**src/rtl/expmul_pkg.sv**
```systemverilog
// Shared op encodings, sequencer state enum and default widths for the exp/mul datapath.
// Latency: n/a (types and constants only).
// Backpressure: n/a.
package expmul_pkg;

  localparam int DW_DEF = 32;
  localparam int EW_DEF = 32;

  localparam logic OP_MUL = 1'b0;
  localparam logic OP_POW = 1'b1;

  typedef enum logic [2:0] {
    ST_IDLE,
    ST_RES_ISSUE,
    ST_RES_WAIT,
    ST_SQR_ISSUE,
    ST_SQR_WAIT,
    ST_DONE
  } state_e;

endpackage

```
**src/rtl/expmul_mul_port.sv**
```systemverilog
// Holding register and valid/ready issue logic for the shared multiplier operand port.
// Latency: a load becomes mul_in_valid on the next cycle; it drops the cycle after the handshake.
// Backpressure: mul_a/mul_b/mul_in_valid are held unchanged while mul_in_ready is low.
module expmul_mul_port #(
  parameter int DW = 32
) (
  input  logic          clk,
  input  logic          rst_n,
  input  logic          load,
  input  logic [DW-1:0] load_a,
  input  logic [DW-1:0] load_b,
  output logic          mul_in_valid,
  input  logic          mul_in_ready,
  output logic [DW-1:0] mul_a,
  output logic [DW-1:0] mul_b,
  output logic          accept
);

  logic          vld_q, vld_d;
  logic [DW-1:0] a_q, a_d;
  logic [DW-1:0] b_q, b_d;

  // Next request: a load opens a request, a handshake closes it; operands only change on load.
  always_comb begin
    vld_d = vld_q;
    a_d   = a_q;
    b_d   = b_q;
    if (vld_q && mul_in_ready) begin
      vld_d = 1'b0;
    end
    if (load) begin
      vld_d = 1'b1;
      a_d   = load_a;
      b_d   = load_b;
    end
  end

  // Request register with async clear so reset drops any outstanding request at once.
  always_ff @(posedge clk or negedge rst_n) begin
    if (!rst_n) begin
      vld_q <= 1'b0;
      a_q   <= '0;
      b_q   <= '0;
    end else begin
      vld_q <= vld_d;
      a_q   <= a_d;
      b_q   <= b_d;
    end
  end

  assign mul_in_valid = vld_q;
  assign mul_a        = a_q;
  assign mul_b        = b_q;
  assign accept       = vld_q && mul_in_ready;

endmodule

```
**src/rtl/expmul_op_sequencer.sv**
```systemverilog
// Sequences MUL (A*B) and POW (A^B, LSB-first square-and-multiply) over one shared multiplier.
// Latency: MUL cmd at T -> mul_in_valid T+1 -> product T+2 -> rsp_valid T+3; POW adds 2 cycles per product.
// Backpressure: one op at a time (cmd_ready only in IDLE); operands held until mul_in_ready; response held until rsp_ready.
// Optional: define EXPMUL_SKIP_TRIVIAL_EN to resolve trivial operands in IDLE with no multiplier traffic.
module expmul_op_sequencer
  import expmul_pkg::*;
#(
  parameter int DW = DW_DEF,
  parameter int EW = EW_DEF
) (
  input  logic            S_AXI_ACLK,
  input  logic            S_AXI_ARESETN,
  input  logic            cmd_valid,
  output logic            cmd_ready,
  input  logic            cmd_op,
  input  logic [DW-1:0]   cmd_a,
  input  logic [DW-1:0]   cmd_b,
  output logic            mul_in_valid,
  input  logic            mul_in_ready,
  output logic [DW-1:0]   mul_a,
  output logic [DW-1:0]   mul_b,
  input  logic            mul_out_valid,
  input  logic [2*DW-1:0] mul_p,
  output logic            rsp_valid,
  input  logic            rsp_ready,
  output logic [DW-1:0]   rsp_result,
  output logic            rsp_ovf,
  output logic            busy
);

  state_e        state_q, state_d;
  logic [DW-1:0] acc_q, acc_d;
  logic [DW-1:0] base_q, base_d;
  logic [EW-1:0] exp_q, exp_d;
  logic          ovf_q, ovf_d;
  logic          op_q, op_d;

  logic          port_accept;
  logic          issue_load;
  logic [DW-1:0] issue_a;
  logic [EW-1:0] cmd_exp;
  logic [EW-1:0] exp_shr;
  logic [DW-1:0] p_lo;
  logic          p_hi_nz;

  assign cmd_exp = cmd_b[EW-1:0];
  assign exp_shr = exp_q >> 1;
  assign p_lo    = mul_p[DW-1:0];
  assign p_hi_nz = |mul_p[2*DW-1:DW];

  // Next-state and datapath update; products are only consumed in the two WAIT states.
  always_comb begin
    state_d = state_q;
    acc_d   = acc_q;
    base_d  = base_q;
    exp_d   = exp_q;
    ovf_d   = ovf_q;
    op_d    = op_q;
    case (state_q)
      ST_IDLE: begin
        if (cmd_valid) begin
          op_d  = cmd_op;
          ovf_d = 1'b0;
          if (cmd_op == OP_MUL) begin
            acc_d   = cmd_a;
            base_d  = cmd_b;
            exp_d   = '0;
            state_d = ST_RES_ISSUE;
          end else begin
            acc_d  = DW'(1);
            base_d = cmd_a;
            if (cmd_exp == '0) begin
              exp_d   = '0;
              state_d = ST_DONE;
            end else if (cmd_exp[0]) begin
              exp_d   = cmd_exp;
              state_d = ST_RES_ISSUE;
            end else begin
              // SQR_ISSUE always sees the exponent already shifted past the bit being squared for.
              exp_d   = cmd_exp >> 1;
              state_d = ST_SQR_ISSUE;
            end
          end
`ifdef EXPMUL_SKIP_TRIVIAL_EN
          if (cmd_op == OP_MUL) begin
            if (cmd_a == '0 || cmd_b == '0) begin
              acc_d   = '0;
              state_d = ST_DONE;
            end else if (cmd_a == DW'(1)) begin
              acc_d   = cmd_b;
              state_d = ST_DONE;
            end else if (cmd_b == DW'(1)) begin
              acc_d   = cmd_a;
              state_d = ST_DONE;
            end
          end else begin
            if (cmd_a == DW'(1)) begin
              acc_d   = DW'(1);
              state_d = ST_DONE;
            end else if (cmd_a == '0 && cmd_exp != '0) begin
              acc_d   = '0;
              state_d = ST_DONE;
            end
          end
`endif
        end
      end
      ST_RES_ISSUE: begin
        if (port_accept) state_d = ST_RES_WAIT;
      end
      ST_RES_WAIT: begin
        if (mul_out_valid) begin
          acc_d = p_lo;
          ovf_d = ovf_q | p_hi_nz;
          if (op_q == OP_MUL) begin
            state_d = ST_DONE;
          end else begin
            exp_d   = exp_shr;
            state_d = (exp_shr == '0) ? ST_DONE : ST_SQR_ISSUE;
          end
        end
      end
      ST_SQR_ISSUE: begin
        if (port_accept) state_d = ST_SQR_WAIT;
      end
      ST_SQR_WAIT: begin
        if (mul_out_valid) begin
          base_d = p_lo;
          ovf_d  = ovf_q | p_hi_nz;
          if (exp_q[0]) begin
            state_d = ST_RES_ISSUE;
          end else begin
            exp_d   = exp_shr;
            state_d = ST_SQR_ISSUE;
          end
        end
      end
      ST_DONE: begin
        if (rsp_ready) state_d = ST_IDLE;
      end
      default: state_d = ST_IDLE;
    endcase
  end

  // Load the operand port on entry to an ISSUE state, using the values that state will hold.
  always_comb begin
    issue_load = ((state_d == ST_RES_ISSUE) || (state_d == ST_SQR_ISSUE)) &&
                 !((state_q == ST_RES_ISSUE) || (state_q == ST_SQR_ISSUE));
    issue_a    = (state_d == ST_RES_ISSUE) ? acc_d : base_d;
  end

  // State and datapath registers, all cleared asynchronously.
  always_ff @(posedge S_AXI_ACLK or negedge S_AXI_ARESETN) begin
    if (!S_AXI_ARESETN) begin
      state_q <= ST_IDLE;
      acc_q   <= '0;
      base_q  <= '0;
      exp_q   <= '0;
      ovf_q   <= 1'b0;
      op_q    <= OP_MUL;
    end else begin
      state_q <= state_d;
      acc_q   <= acc_d;
      base_q  <= base_d;
      exp_q   <= exp_d;
      ovf_q   <= ovf_d;
      op_q    <= op_d;
    end
  end

  expmul_mul_port #(.DW(DW)) u_mul_port (
    .clk          (S_AXI_ACLK),
    .rst_n        (S_AXI_ARESETN),
    .load         (issue_load),
    .load_a       (issue_a),
    .load_b       (base_d),
    .mul_in_valid (mul_in_valid),
    .mul_in_ready (mul_in_ready),
    .mul_a        (mul_a),
    .mul_b        (mul_b),
    .accept       (port_accept)
  );

  assign cmd_ready  = (state_q == ST_IDLE);
  assign busy       = (state_q != ST_IDLE);
  assign rsp_valid  = (state_q == ST_DONE);
  assign rsp_result = rsp_valid ? acc_q : '0;
  assign rsp_ovf    = rsp_valid & ovf_q;

endmodule
```
**config.mk**
```make
export PLATFORM = sky130hd
export DESIGN_NAME = expmul_op_sequencer
export DESIGN_NICKNAME = d
export VERILOG_FILES = /design/src/rtl/expmul_pkg.sv /design/src/rtl/expmul_mul_port.sv /design/src/rtl/expmul_op_sequencer.sv
export SDC_FILE = /design/constraint.sdc
export NUM_CORES = 1
export LEC_CHECK = 0
export ABC_CLOCK_PERIOD_IN_PS = 3000
export CAP_MARGIN = 20
export CORE_MARGIN = 2
export CORE_UTILIZATION = 49
export DETAILED_ROUTE_END_ITERATION = 8
export GPL_TIMING_DRIVEN = 0
export PLACE_DENSITY_LB_ADDON = 0.15
export SYNTH_ARGS = -nofsm -noshare
export SYNTH_HDL_FRONTEND = slang
export SYNTH_HIERARCHICAL = 1
export SYNTH_SLANG_ARGS = --single-unit
```
**constraint.sdc**
```tcl
create_clock -name S_AXI_ACLK -period 3 [get_ports S_AXI_ACLK]
set_input_delay 0.6 -clock S_AXI_ACLK [delete_from_list [all_inputs] [get_ports S_AXI_ACLK]]
set_output_delay 0.6 -clock S_AXI_ACLK [all_outputs]
set_load 0.05 [all_outputs]
```
==> run_1/met1.png <==
(3 px per um) Cells faint in the background.
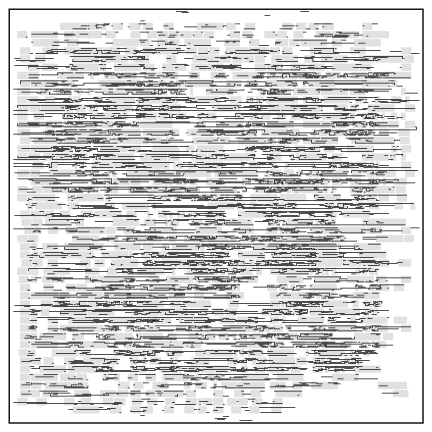
share of all routed wire = 42%
longest straight run = 57.0 um
wire length on this layer = 12,000 um
main direction = horizontal

==> run_1/met2.png <==
(3 px per um)
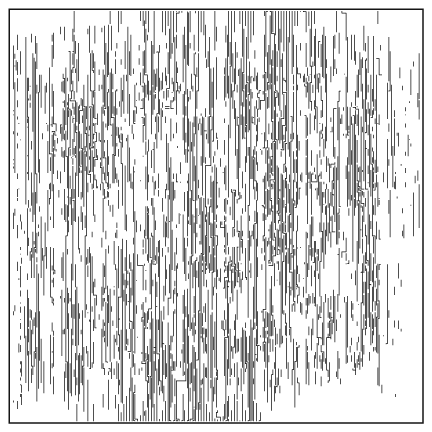
share of all routed wire = 47%
wire length on this layer = 13,400 um
longest straight run = 56.8 um

==> notes.md, run 1 <==
Flow results follow.

The startpoint type of the worst setup path is an input port. Ranked by instance count, the synthesized netlist is headed by sky130_fd_sc_hd__dfrtp_1, sky130_fd_sc_hd__nand2_1, sky130_fd_sc_hd__nor2_1. Per the cell usage report, the commonest logic cell in the layout is sky130_fd_sc_hd__clkdlybuf4s50_1. Per the placement log, port buffering inserted 233 buffers. The share of total power in combinational logic is 57.8%. At the end of routability-driven placement, the weighted congestion stood at 0.916. The largest voltage drop on the vdd net is 0.679 mV.

The transition at the pin with the smallest max-transition slack is 0.913 ns. The fraction of the core area covered by cells at the end of the flow is a little over two thirds. The synthesized netlist has a Yosys-reported chip area of 0.00872 mm2. The tap cell count is 225. The area of the core region is 0.0174 mm2.

Yosys reported that registers with async set or reset make up 100%. The layout-stage area growth over the synthesis result is 38.7%. In the layout the commonest cells are sky130_fd_sc_hd__clkdlybuf4s50_1, sky130_fd_sc_hd__dfrtp_1, sky130_fd_sc_hd__nand2_1. The buffer count excluding the clock tree in the final layout is 301.

The flow ran to the end, and the final reports show no timing, DRC or antenna violations. The initial utilization of the core area, before any placement, comes to 50.2%. The number of ordinary inverters in the final layout is 3. The total grt overflow is 0. The global routing usage on met3 is 7.51%. Once iteration 0 of detailed routing completed, the report listed slightly below 800 DRC markers.

The combinational power is 8580 uW. The detailed router put a total of 12,000 um of wire on met1. The fraction of final cell area spent on non-clock buffers in this run is a little under a quarter. The insertion delay of the later-clocked pin in the worst-skew pair is 0.43 ns. The clock network burns 15.7% of the power. Prior to clock tree synthesis, the placed netlist has a worst setup slack of -0.529 ns. The aoi/oai-family share of the synthesized area is 13.0%. The master of the slowest instance on the critical path is sky130_fd_sc_hd__clkdlybuf4s50_1. The net count of the finished layout is 1,218. STA lists the startpoint of the worst register-to-register path as exp_q[20]$_DFFE_PN0P_. The worst setup skew after layout is 0.00867 ns.

For reference, the final report shows the max-slew violation count at 0. Of the total synthesized cell area, the portion taken by AND, OR, NAND and NOR gates is 13.6%. The multi-input gate share of total cell area is 35.3%.

Listed in order, past its start point the critical path passes clkdlybuf4s50_1 > nor4_2 > nand4_1 > nor2_1 > o221ai_2 > nor3b_4 > buf_12 > buf_2 > mux2_2 > mux2_4. The number of cells traversed by the worst register-to-register path is 9. According to the floorplan report, the die height is about 140 um.

The number of instances in the synthesized netlist is 825. For this design the top-level I/O count stands at between 200 and 250. The buffer count from post-CTS setup fixing is 2. In this run the mean area of a mapped cell was 10.6 um2. Per STA, the startpoint of the critical path is cmd_b[14]. The warning tally printed by Yosys for this design is 6.

The multiplexer fraction of the synthesized cell area is 22.0%. The max-capacitance violation count is 0. The flow reports power dissipated in sequential cells as 3930 uW. Per STA, the worst path accumulates the most delay in the family simple AND/OR/NAND/NOR gates. The initial antenna violation count is 0. The clock buffer count in the final layout is 23. Timing would allow up to around 340 MHz. The average routed wire per standard cell is 21.5 um.

For reference, the top cells by area after synthesis are sky130_fd_sc_hd__dfrtp_1, sky130_fd_sc_hd__mux2_4, sky130_fd_sc_hd__mux2i_1. Synthesis instantiated 43 different standard cells from the library. Yosys shows that the main logic family after synthesis is multiplexers.

The DRC violation count after routing is 0. Routed signal wires occupy layers up through met4. The overall track demand over capacity in global routing is 30.8%.

The horizontal die dimension is 137 um. The maximum fanout encountered on the critical timing path is 6. The count of warning messages emitted by the tools is 28.

The capturing point of the worst reg2reg path is u_mul_port/mul_a[3]$_DFFE_PN0P_. The TritonCTS sink count is ~170. The wire length on met3 is approximately 2400 um. The number of inserted diodes is 0. Per the slew report, the remaining headroom to the max-slew limit stands at about two fifths. Wire segments on met2 add up to approximately 13,000 um in the final route.

The internal portion of the total power is 8480 uW. In the final layout, the share of cells above drive strength 1 is 18.0%. The hold-fix buffer count after cts is 0. The cell taking the most area after synthesis is sky130_fd_sc_hd__dfrtp_1. The final timing report counts setup violations totalling 0. By area, the class that comes first in the final layout consists of multi-input combinational cells.

Before antenna repair, the detailed router went through 5 iterations. The layout multi-input combinational cell count is 594. The pin count of the biggest net entering global routing is between 100 and 150. The most utilized layer in the global route result is met2. Ranked by power, first place goes to combinational logic.

Clock tree synthesis selected as its root buffer the cell sky130_fd_sc_hd__clkbuf_16. The total vias in the final route is 7,657. After layout, the worst path uses 98.3% of the clock period. The number of vias per cell is 5.80. The switching portion of total power comes to a little over two fifths. The number of global-route vias before repair was 7,615. In this design, the stage delay of the slowest critical-path cell is 0.52 ns.

After Yosys synthesis, XOR and XNOR cells account for 0% of the synthesized area. The clock-cell share of area is 5.20%. The share of the Yosys chip area taken by registers is 47.6%.
==> run_1/met3.png <==
(2 px per um) Cells faint in the background.
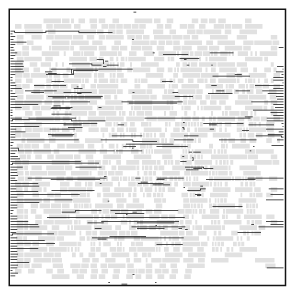
nets with wire on the layer = 208
longest straight run = 68.5 um
wire length on this layer = 2,360 um
share of all routed wire = 8.3%
main direction = horizontal

==> run_1/met4.png <==
(2 px per um) Cells faint in the background.
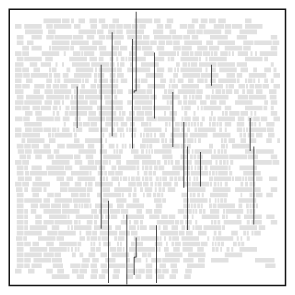
share of all routed wire = 2.1%
main direction = vertical
wire length on this layer = 589 um
longest straight run = 81.6 um
nets with wire on the layer = 13

[run 1: how the worst min path moves through the flow]
stage	to	slack, ns	cells past startpoint
after floorplan	acc_q[0]$_DFF_PN0_	0.30	0
final	exp_q[20]$_DFFE_PN0P_	0.06	1
after detailed placement	ovf_q$_DFFE_PN0P_	0.46	2
after global placement	ovf_q$_DFFE_PN0P_	0.44	2
after global routing	exp_q[20]$_DFFE_PN0P_	0.08	1
after CTS	exp_q[20]$_DFFE_PN0P_	0.07	1
[run 1: per-stage QoR]
step,hold slack (ns),power [uW],instance area [um2],cells
global route,0.0825,15600,12100,1321
finish,0.0554,14800,12100,1321
CTS,0.0708,14700,12000,1318
detailed placement,0.460,12300,11400,1284
global placement,0.444,12200,11300,1283
floorplan,0.304,9850,8720,825
==> run_1/final_congestion.png <==
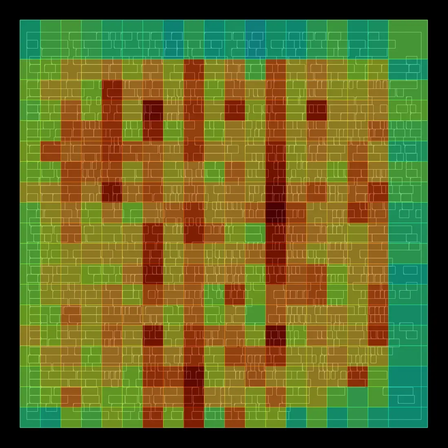

## Run 2: what changed since run 1
--- a/config.mk
+++ b/config.mk
@@ -8,7 +8,7 @@
 export ABC_CLOCK_PERIOD_IN_PS = 3000
 export CAP_MARGIN = 20
 export CORE_MARGIN = 2
-export CORE_UTILIZATION = 49
+export CORE_UTILIZATION = 25
 export DETAILED_ROUTE_END_ITERATION = 8
 export GPL_TIMING_DRIVEN = 0
 export PLACE_DENSITY_LB_ADDON = 0.15
==> run_2/final_congestion.png <==
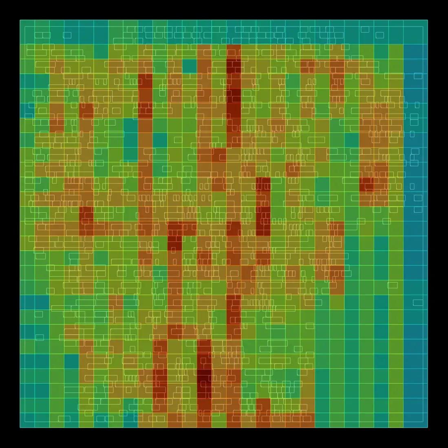
GRT busiest layer: met2
detail-routed net length per standard cell: 21.2 um

==> notes.md, run 2 <==
Flow results follow.

The share of total power in combinational logic is 58.8% (+1.0 points). The post-route cell area is 0.0123 mm2 (+1.7%). The clock network fraction of design power is 14.4% (-1.3 points). The number of warning messages in the yosys log is 6 (unchanged). The register area is 0.00415 mm2. The critical path launch point is mul_out_valid. The cell count after placement is 1,514 (+18%).

The layout multi-input combinational cell count came to 594 (unchanged). The horizontal die dimension is 191 um (+39%). The master of the slowest instance on the critical path is sky130_fd_sc_hd__clkdlybuf4s50_1. The most common logic cells in the final layout are sky130_fd_sc_hd__clkdlybuf4s50_1, sky130_fd_sc_hd__dfrtp_1, sky130_fd_sc_hd__nand2_1.

The total grt overflow is 0 (unchanged). The clock buffer count in the final layout was 21 (-8.7%). The average size of a mapped cell is 10.6 um2 (unchanged). The final critical-path share of the clock period is 97.5% (-0.78 points).

The share of post-route cells with drive strength above 1 is 18.3% (+0.32 points). The buffer count excluding the clock tree in the final layout is 299 (-0.66%). The hold-fix buffer count after cts was 0 (unchanged). The top logic cell by instance count in the layout is sky130_fd_sc_hd__clkdlybuf4s50_1. Per STA, the worst path accumulates the most delay in the family buffers and inverters. The commonest cells after synthesis are sky130_fd_sc_hd__dfrtp_1, sky130_fd_sc_hd__nand2_1, sky130_fd_sc_hd__nor2_1. The number of ordinary inverters in the final layout is 3 (unchanged). The number of library cell types mapped by synthesis is 43 (unchanged). The root buffer cell chosen for the clock tree is sky130_fd_sc_hd__clkbuf_16. The startpoint type of the worst setup path is an input port. The maximum single-stage delay on the critical path is 0.65 ns (+0.13 ns). The synthesis stat section lists a flop and latch total of 166. By area the synthesized netlist is led by sky130_fd_sc_hd__dfrtp_1, sky130_fd_sc_hd__mux2_4, sky130_fd_sc_hd__mux2i_1.

The number of top-level pins was 236 (unchanged). The TritonCTS sink count came to 166 (unchanged). The pin count of the biggest net entering global routing is 100 (-17%). The max-capacitance violation count is 0 (unchanged). The area of the core region is 0.0345 mm2 (+99%). The number of nets in the finished design came to 1,216 (-0.16%).

The final total negative setup slack is 0 ns. The dominant power group in this design is combinational logic. The fraction of the core area covered by cells at the end of the flow is 35.7% (-34 points).

The share of async-settable or async-resettable flops after synthesis is 100% (unchanged). The post-layout total power is 14,600 uW (-1.7%). The tap cell count is 455 (+100%).

The non-filler instance count after layout came to 1,550 (+17%). The internal power is 8120 uW (-4.2%). The overall track demand over capacity in global routing is 18.3% (-13 points). The worst relative slew slack came to 29.5% (-9.6 points). The clock-net power is around 2100 uW.

The sequential fraction of the synthesis area is 47.6% (unchanged). The signal on the critical path passes through clkdlybuf4s50_1 > nand2b_1 > nor2_4 > a21oi_2 > o311ai_1 > nor3b_4 > buf_4 > buf_6 > mux2_2 > mux2_4. The number of cells traversed by the worst register-to-register path is 9 (unchanged). The largest voltage drop on the vdd net is 0.565 mV (-17%). The global placement routability congestion is 0.813 (-11%). The flow ran to the end, and the final reports show no timing, DRC or antenna violations. The global routing usage on met3 is 4.10% (-3.4 points). The number of buffer cells added on primary ports is 233 (unchanged).

The layout-stage area growth over the synthesis result is 41.0%. The final setup violation count is 0 (unchanged). In this run the register-to-register setup slack is 0.26 ns. The worst hold slack after final layout is 0.103 ns (+0.0477 ns). The cell group occupying the most layout area is multi-input combinational cells. The multi-input gate share of total cell area came to 34.9% (-0.36 points). Summed over all instances, the cell type with the most area after synthesis is sky130_fd_sc_hd__dfrtp_1. The worst setup skew after layout is 0.0166 ns (+0.00795 ns).

The count of final max-slew check failures is 0 (unchanged). The pre-CTS worst setup slack came to -0.655 ns (-0.126 ns). The number of inserted diodes is 2 (+2). The number of sequential cells reported for the layout is 166. The power in sequential cells is 3920 uW (about the same).

The pre-placement core utilization is 25.3% (-25 points). The combinational power is 8580 uW (about the same). The number of vias per cell was 4.74 (-18%). The iteration count of the initial detailed-routing pass is 4 (-1). The fmax is 342 MHz (+0.80%). The startpoint of the worst register-to-register path is exp_q[1]$_DFFE_PN0P_. The switching share of power is 44.4% (+1.5 points). The count of warning messages emitted by the tools is 26 (-7.1%). The initial antenna violation count is 2 (+2).

The number of global-route vias before repair came to 7,859 (+3.2%). The worst register-to-register path ends at u_mul_port/mul_a[6]$_DFFE_PN0P_. The transition at the pin with the smallest max-transition slack is 1.06 ns (+0.145 ns).
==> run_2/met2.png <==
(2 px per um)
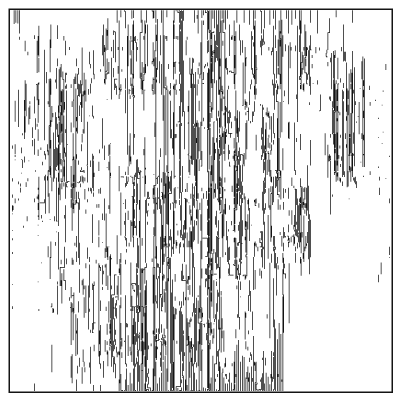
nets with wire on the layer = 1,010
longest straight run = 64.1 um
share of all routed wire = 47%
total routed wirelength: 32,800 um
met2 usage: 29.6%
via count of the routed design: 7,346

==> run 2: kinds of logic (layout without fill, tap and decap cells) <==
kind of cell,Yosys count,after routing,share of synthesized area (%)
AND-OR/OR-AND,177,177,13.0
buffers and inverters,65,333,3.70
flip-flops,166,166,47.6
multiplexers,161,161,22.0
other,0,2,0
AND/OR/NAND/NOR,256,256,13.6
==> run 2: routing by layer <==
metal  vias to the layer above  wire (um)  part of all wire (%)
met5                         -          0                     0
met4                         0        754                   2.3
met3                        39       1660                   5.1
met2                       191      15500                    47
met1                      3619      14900                    45
li1                       3497          -                     -
==> run 2: repair_timing <==
action / CTS / global route
buffers inserted: 2 / 1
pin swaps: 1 / 1
resized: 98 / 29
setup endpoints to repair: 65 / 77
==> run_2/met4.png <==
(1.5 px per um) Cells faint in the background.
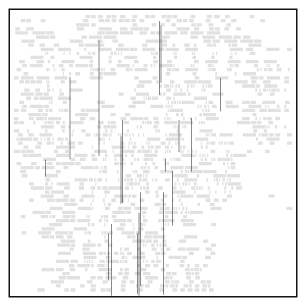

## Run 3: what changed since run 2
--- a/config.mk
+++ b/config.mk
@@ -6,12 +6,11 @@
 export NUM_CORES = 1
 export LEC_CHECK = 0
 export ABC_CLOCK_PERIOD_IN_PS = 3000
-export CAP_MARGIN = 20
 export CORE_MARGIN = 2
 export CORE_UTILIZATION = 25
 export DETAILED_ROUTE_END_ITERATION = 8
 export GPL_TIMING_DRIVEN = 0
-export PLACE_DENSITY_LB_ADDON = 0.15
+export PLACE_DENSITY = 0.58
 export SYNTH_ARGS = -nofsm -noshare
 export SYNTH_HDL_FRONTEND = slang
 export SYNTH_HIERARCHICAL = 1
==> run_3/met4.png <==
(1.5 px per um) Cells faint in the background.
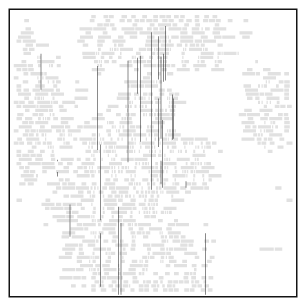
nets with wire on the layer = 22
share of all routed wire = 2.7%
wire length on this layer = 879 um
longest straight run = 105 um
main direction = vertical

==> notes.md, run 3 <==
Flow results follow.

The number of warning messages in the yosys log was 6 (unchanged). The hold-fix buffer count after cts is 0 (unchanged). The global placement routability congestion was 0.885 (+8.9%). The multi-input gate share of total cell area came to 34.9% (-0.080 points).

The transition at the pin with the smallest max-transition slack is 1.07 ns (+0.0110 ns). Compared with the post-synthesis result, the final layout area differs by 42.5%. The switching share of power is 44.0% (-0.43 points). The max-capacitance violation count is 0 (unchanged). The post-route cell area is 0.0124 mm2 (+1.0%). The horizontal die dimension is 191 um (unchanged). The tap cell count is 455 (unchanged). The startpoint type of the worst setup path is an input port.

The layout multi-input combinational cell count is 594 (unchanged). The worst hold slack after final layout is 0.0754 ns (-0.0277 ns). The cell count after placement is 1,514 (unchanged). The buffer count excluding the clock tree in the final layout is 300 (+0.33%). The count of warning messages emitted by the tools was 29 (+12%). For this design, the slowest cell found on the critical path is sky130_fd_sc_hd__clkdlybuf4s50_1. The worst setup skew after layout is 0.0164 ns (-0.000199 ns). The number of ordinary inverters in the final layout is 3 (unchanged).

The final setup violation count came to 0 (unchanged). Counting every instance in the synthesized netlist gives 825. The number of buffer cells added on primary ports is 233 (unchanged). The clock buffer count in the final layout was 19 (-9.5%). The fraction of the core area covered by cells at the end of the flow was 36.0% (+0.36 points). The internal power is 8330 uW (+2.6%). The non-filler instance count after layout is 1,550 (unchanged). The number of top-level pins is 236 (unchanged). The initial antenna violation count is 3 (+1). The largest family of logic cells by area is multiplexers. The fmax is 339 MHz (-0.70%). Sorting the synthesized cells by area gives the leading types as sky130_fd_sc_hd__dfrtp_1, sky130_fd_sc_hd__mux2_4, sky130_fd_sc_hd__mux2i_1. The wire length on met1 is 14,900 um (about the same).

The TritonCTS sink count is 166 (unchanged). Traced cell by cell, the critical path runs through clkdlybuf4s50_1 > nor4_2 > nand4_1 > nor2_2 > o221ai_2 > nor3b_4 > buf_12 > buf_6 > mux2_2 > mux2_4. The iteration count of the initial detailed-routing pass is 5 (+1). The global routing stage identified its most utilized layer as met2.

The flow ran to the end, and the final reports show no timing, DRC or antenna violations. The final critical-path share of the clock period is 98.2% (+0.69 points). The share of total power in combinational logic was 58.5% (-0.3 points). The length of routed met2 wiring is 15,300 um (-1.1%).

Counting I/O delays and the setup requirement, the final critical path takes 2.95 ns. The startpoint identified for the worst register-to-register timing path is exp_q[4]$_DFFE_PN0P_. The worst relative slew slack is 28.8% (-0.73 points). The number of inserted diodes was 1 (-1). The pre-placement core utilization is 25.3% (unchanged).

The top logic cell by instance count in the layout is sky130_fd_sc_hd__clkdlybuf4s50_1. The tree is rooted in a sky130_fd_sc_hd__clkbuf_16. Per the detail_route log, the uppermost layer with routed signals is met5.

The multiplexer fraction of the synthesized cell area is 22.0% (unchanged). The number of placement rows is about 68. The xor/xnor share of the synthesized area came to 0% (unchanged). The maximum single-stage delay on the critical path is 0.53 ns (-0.12 ns).

The register area is 0.00415 mm2 (unchanged). The post-synthesis register bit count was 166 (unchanged). The number of library cell types mapped by synthesis is 43 (unchanged). The capturing point of the worst reg2reg path is u_mul_port/mul_a[10]$_DFFE_PN0P_. The pin count of the biggest net entering global routing was 116 (+16%).

The top cell types in the final layout, fill and taps aside, are sky130_fd_sc_hd__clkdlybuf4s50_1, sky130_fd_sc_hd__dfrtp_1, sky130_fd_sc_hd__nand2_1. The share of synthesized cell area in and, or, nand and nor gates was 13.6% (unchanged). The pre-CTS worst setup slack is -0.714 ns (-0.0588 ns). The total vias in the final route is 7,581 (+3.2%).

The critical path is of the input port to register type. The post-layout total power is 14,900 uW (+1.9%). The number of vias per cell is 4.89 (+3.2%).

The first global-routing pass estimated 49,700 um of wire. The number of global-route vias before repair is 7,872 (+0.17%). The total grt overflow is 0 (unchanged). The total number of sequential cells is 166 (unchanged). The slack of the worst reg-to-reg path came to 0.23 ns (-0.03 ns). The overall routed net length is 33,000 um (+0.73%). The wire length on met3 is 1900 um (+14%).

The area of the core region is 0.0345 mm2 (unchanged). The largest voltage drop on the vdd net is 0.672 mV (+19%). The number of cells traversed by the worst register-to-register path came to 9 (unchanged).

The share of async-settable or async-resettable flops after synthesis is 100% (unchanged). The aoi/oai-family share of the synthesized area is 13.0% (unchanged). The final total negative setup slack is 0 ns (unchanged). By area, multi-input combinational cells come first. The synthesized-area fraction occupied by adder cells was 0% (unchanged).

The sequential fraction of the synthesis area is 47.6% (unchanged). For this run, design rule violations remaining after detail routing come to 0. The count of final max-slew check failures is 0 (unchanged). Counting instances in the post-synthesis netlist gives the leading cell types as sky130_fd_sc_hd__dfrtp_1, sky130_fd_sc_hd__nand2_1, sky130_fd_sc_hd__nor2_1.

The most critical setup path has its startpoint at cmd_b[31]. The register share of the cell area is roughly a third. The clock network fraction of design power is 15.1% (+0.7 points). The number of nets in the finished design is 1,217 (+0.082%).
==> run_3/final_congestion.png <==
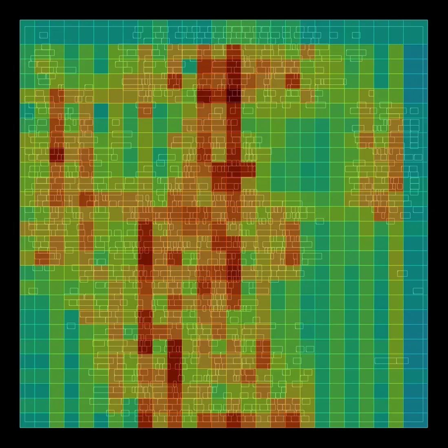
Global Route met1 Usage: 24.6%
detail-routed net length per standard cell: 21.3 um
met2 usage: 29.1%
all-layer global routing usage: 18.4%
grt met3 use: 4.20%

==> run 3: worst max-delay path, delay by kind of cell <==
family,cells,cell delay [ns]
AOI/OAI and AO/OA,1,0.16
and+or+nand+nor,4,1.03
buffers and inverters,3,0.85
muxes,2,0.61
==> run 3: repair_timing <==
action	CTS	global route
endpoints found under the hold margin	0	0
setup buffers	2	2
gates resized	101	43
endpoints found under the setup margin	67	42
pin swaps	1	4
==> run 3: power by group through the flow <==
stage	clock network, uW	registers, uW	logic (uW)
3_3_place_gp	0	3930	8530
6_report	2240	3930	8700
2_1_floorplan	0	5220	4630
5_1_grt	2370	4040	9280
3_5_place_dp	0	3940	8590
4_1_cts	2280	3920	8730
No activity file was given, so power comes from the tool's default toggle rates.
